### config.mk
export PLATFORM = sky130hd
export DESIGN_NAME = pixel_stream_out
export DESIGN_NICKNAME = d
export VERILOG_FILES = /design/src/rtl/pixel_stream_out.sv
export SDC_FILE = /design/constraint.sdc
export NUM_CORES = 1
export LEC_CHECK = 0
export ABC_AREA = 1
export CAP_MARGIN = 15
export CORE_MARGIN = 3
export CORE_UTILIZATION = 50
export CTS_CLUSTER_SIZE = 10
export DETAILED_ROUTE_END_ITERATION = 8
export PLACE_DENSITY = 0.7
export SYNTH_ARGS = -nofsm -noshare
export SYNTH_HDL_FRONTEND = slang
export SYNTH_SLANG_ARGS = --single-unit
### constraint.sdc
create_clock -name clk_i -period 3.3 [get_ports clk_i]
set_input_delay 0.66 -clock clk_i [delete_from_list [all_inputs] [get_ports clk_i]]
set_output_delay 0.66 -clock clk_i [all_outputs]
set_load 0.01 [all_outputs]
### src/rtl/pixel_stream_out.sv
// pixel_stream_out: output buffer for a pixel stream with frame markers.
//   A show-ahead FIFO absorbs pixels from a source that cannot be stalled.
//   Column and row counters track the frame position of the head pixel so
//   that start-of-frame, end-of-line and end-of-frame can be flagged on the
//   same cycle the pixel is presented.
// Ports:
//   clk_i, srst_i             clock, synchronous active-high reset
//   pixel_data_i/valid_i      incoming pixels (no backpressure)
//   data_o/valid_o/ready_i    outgoing handshake; transfer = valid_o & ready_i
//   sof_o/eol_o/eof_o         frame markers qualified by valid_o
//   level_o, almost_full_o    FIFO occupancy, high at FIFO_DEPTH-2 or more
//   overflow_o                sticky, set after a pixel was dropped
module pixel_stream_out #(
  parameter int DATA_W     = 8,
  parameter int IMG_W      = 512,
  parameter int IMG_H      = 512,
  parameter int FIFO_DEPTH = 16
) (
  input  logic                          clk_i,
  input  logic                          srst_i,
  input  logic [DATA_W-1:0]             pixel_data_i,
  input  logic                          pixel_valid_i,
  output logic [DATA_W-1:0]             data_o,
  output logic                          valid_o,
  input  logic                          ready_i,
  output logic                          sof_o,
  output logic                          eol_o,
  output logic                          eof_o,
  output logic [$clog2(FIFO_DEPTH):0]   level_o,
  output logic                          almost_full_o,
  output logic                          overflow_o
);
  localparam int PTR_W = $clog2(FIFO_DEPTH);
  localparam int LVL_W = PTR_W + 1;
  localparam int COL_W = $clog2(IMG_W);
  localparam int ROW_W = $clog2(IMG_H);

  typedef enum logic [1:0] {SOF_WAIT, IN_FRAME, LAST_LINE} state_e;

  logic [DATA_W-1:0] mem_q [FIFO_DEPTH];
  logic [PTR_W-1:0]  wr_ptr_q, wr_ptr_d, rd_ptr_q, rd_ptr_d;
  logic [LVL_W-1:0]  level_q, level_d;
  logic [COL_W-1:0]  col_q, col_d;
  logic [ROW_W-1:0]  row_q, row_d;
  logic              overflow_q, overflow_d;
  state_e            state_q, state_d;

  logic full, xfer, push, drop, last_col, last_row;

  assign full     = (level_q == LVL_W'(FIFO_DEPTH));
  assign valid_o  = (level_q != '0);
  assign xfer     = valid_o & ready_i;
  // A full FIFO still accepts a pixel when the head leaves in the same cycle.
  assign push     = pixel_valid_i & (~full | xfer);
  assign drop     = pixel_valid_i & full & ~xfer;
  assign last_col = (col_q == COL_W'(IMG_W - 1));
  assign last_row = (row_q == ROW_W'(IMG_H - 1));

  assign data_o        = mem_q[rd_ptr_q];
  assign level_o       = level_q;
  assign almost_full_o = (level_q >= LVL_W'(FIFO_DEPTH - 2));
  assign overflow_o    = overflow_q;
  assign sof_o         = valid_o & (col_q == '0) & (row_q == '0);
  assign eol_o         = valid_o & last_col;
  assign eof_o         = valid_o & last_col & last_row;

  always_comb begin
    wr_ptr_d   = wr_ptr_q;
    rd_ptr_d   = rd_ptr_q;
    level_d    = level_q;
    col_d      = col_q;
    row_d      = row_q;
    overflow_d = overflow_q | drop;
    state_d    = state_q;

    if (push) wr_ptr_d = wr_ptr_q + PTR_W'(1);
    if (xfer) rd_ptr_d = rd_ptr_q + PTR_W'(1);
    case ({push, xfer})
      2'b10:   level_d = level_q + LVL_W'(1);
      2'b01:   level_d = level_q - LVL_W'(1);
      default: level_d = level_q;
    endcase

    // Frame position follows the consumer side only.
    if (xfer) begin
      if (last_col) begin
        col_d = '0;
        row_d = last_row ? '0 : row_q + ROW_W'(1);
      end else begin
        col_d = col_q + COL_W'(1);
      end
    end

    case (state_q)
      SOF_WAIT:  if (xfer) state_d = IN_FRAME;
      // Look at row_d so the last line is recognised even when IMG_W is small.
      IN_FRAME:  if (row_d == ROW_W'(IMG_H - 1)) state_d = LAST_LINE;
      LAST_LINE: if (xfer && last_col && last_row) state_d = SOF_WAIT;
      default:   state_d = SOF_WAIT;
    endcase
  end

  always_ff @(posedge clk_i) begin
    if (srst_i) begin
      wr_ptr_q   <= '0;
      rd_ptr_q   <= '0;
      level_q    <= '0;
      col_q      <= '0;
      row_q      <= '0;
      overflow_q <= 1'b0;
      state_q    <= SOF_WAIT;
    end else begin
      wr_ptr_q   <= wr_ptr_d;
      rd_ptr_q   <= rd_ptr_d;
      level_q    <= level_d;
      col_q      <= col_d;
      row_q      <= row_d;
      overflow_q <= overflow_d;
      state_q    <= state_d;
    end
  end

  // Storage is not reset; contents are don't-care while valid_o is low.
  always_ff @(posedge clk_i) begin
    if (push && !srst_i) mem_q[wr_ptr_q] <= pixel_data_i;
  end

endmodule
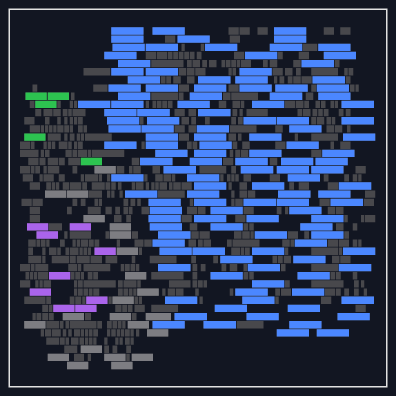
ff_map.png
(3 px per um) Other sequential cells in the stronger gray, the rest of the logic in the fainter gray.
green -> level_o  # sequential cells 5, where north-west
blue -> mem_q  # sequential cells 128
purple -> col_q  # sequential cells 9
sequential power: 2400 uW
Seq/total area: 54.40%
Flop area: 4568 um^2
fin util: 61.93%

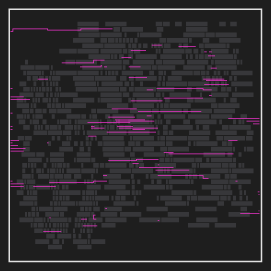
m3.png
(2 px per um) Cells faint in the background.
longest straight run = 32.2 um
main direction = horizontal
wire length on this layer = 706 um
share of all routed wire = 4.7%
nets with wire on the layer = 57

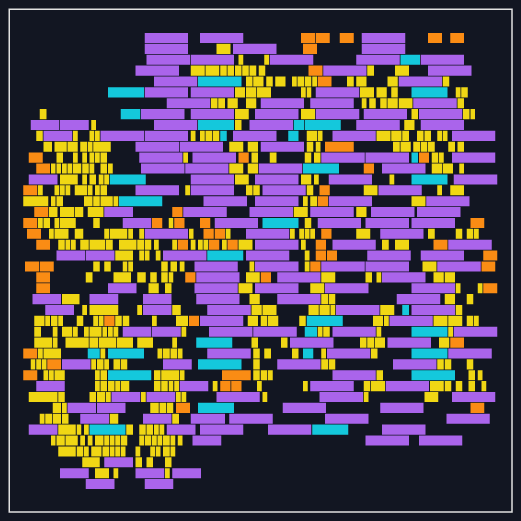
class_map.png
(4 px per um)
purple -> registers  # cells 164, share of their area 56%
cyan -> clock drivers and dummy loads  # cells 32, share of their area 8.0%
orange -> remaining buffers and delay cells  # cells 57, share of their area 6.5%
yellow -> remaining logic cells  # cells 424, share of their area 30%
placeable core area: 13560 um^2
Cell Rows: 42
Final Cell Area: 8397 um^2

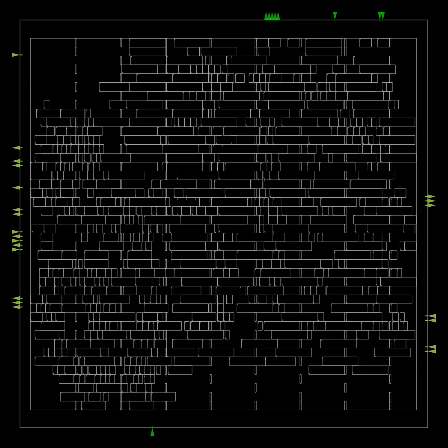
placed.png
Filler Cell Count: 1036
Flops: 164
Tapcells: 176
final cell count without fillers: 853

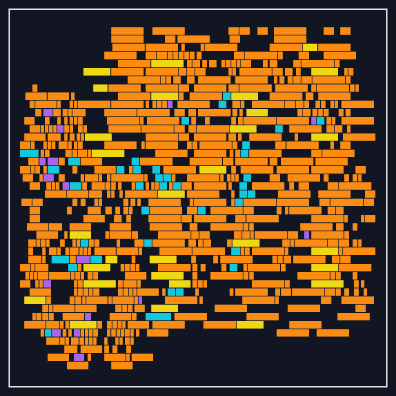
sizing.png
(3 px per um)
cyan -> x3 and x4  # cells 38, share 5.6%
yellow -> x6 and larger  # cells 29, share 4.3%
purple -> x2  # cells 16, share 2.4%
orange -> x1 and smaller  # cells 594, share 88%

==> flow_metrics.py <==
# Synthesis and PnR figures
metrics = {
    "critical_path": {
        "worstPathCellList": "ha_1, inv_1, nor4_2, nand2_1, nor2_1, ha_1, nand2_1, nor2_1, clkdlybuf4s50_1",
        "r2r_cells": 12,
        "reg2reg_slack_ps": 1010,
    },
    "die": {
        "initCoreUtil_pct": 52.50,
        "dieHeight_um": 125.3,
    },
    "yosys": {
        "synth.yosys.warnings": 0,
        "ys_top_cells_by_count": "edfxtp_1 (128), inv_1 (81), o21ai_0 (54)",
        "synth-edff-count": 128,
        "synth.area.top_cells": "edfxtp_1 (54%), dfxtp_1 (10%), mux2i_1 (4.5%)",
        "ys_cells": 614,
        "synth.distinct_cells": 40,
        "top_area_share_pct": 54.00,
        "async_flop_share_pct": 0,
        "yosysSeqAreaShare_pct": 64.12,
        "avgSynthCellArea_um2": 11.59,
        "ys_ff": 164,
    },
    "global_routing": {
        "gr-max-usage-layer": "met2",
        "grt_overflow_total": 0,
        "grt_pass1_vias": 4616,
        "grt_pass1_wl_um": 24020,
    },
    "final_layout": {
        "inverters": 84,
        "area_growth_pct": 17.96,
        "comb_share_pct": 24.97,
        "mi_logic_area_um2": 2097,
        "nonClkBufAreaFrac_pct": 6.288,
    },
    "pwr": {
        "power_leader": "sequential cells",
        "power_density_nw_per_um2": 685.8,
    },
    "final_timing": {
        "timing.setup.tns_ps": 0,
        "hold_ws_ps": 495.7,
        "rsz0062_at_grt": "no",
        "setup_ws_ps": 183.8,
        "hold_viol": 0,
    },
    "clock_network": {
        "clkTransAtPathRegs_ps": 60,
        "cts.repair.resized": 0,
    },
    "route": {
        "drc": 0,
        "top_layer": "met4",
        "firstDrtPassIters": 5,
    },
    "min_path": {
        "holdPathStages": 2,
    },
    "run_status": {
        "outcome": "finished clean",
    },
    "placed_design": {
        "placed_area_um2": 7712,
    },
}
Power and IR drop assume default switching activity.
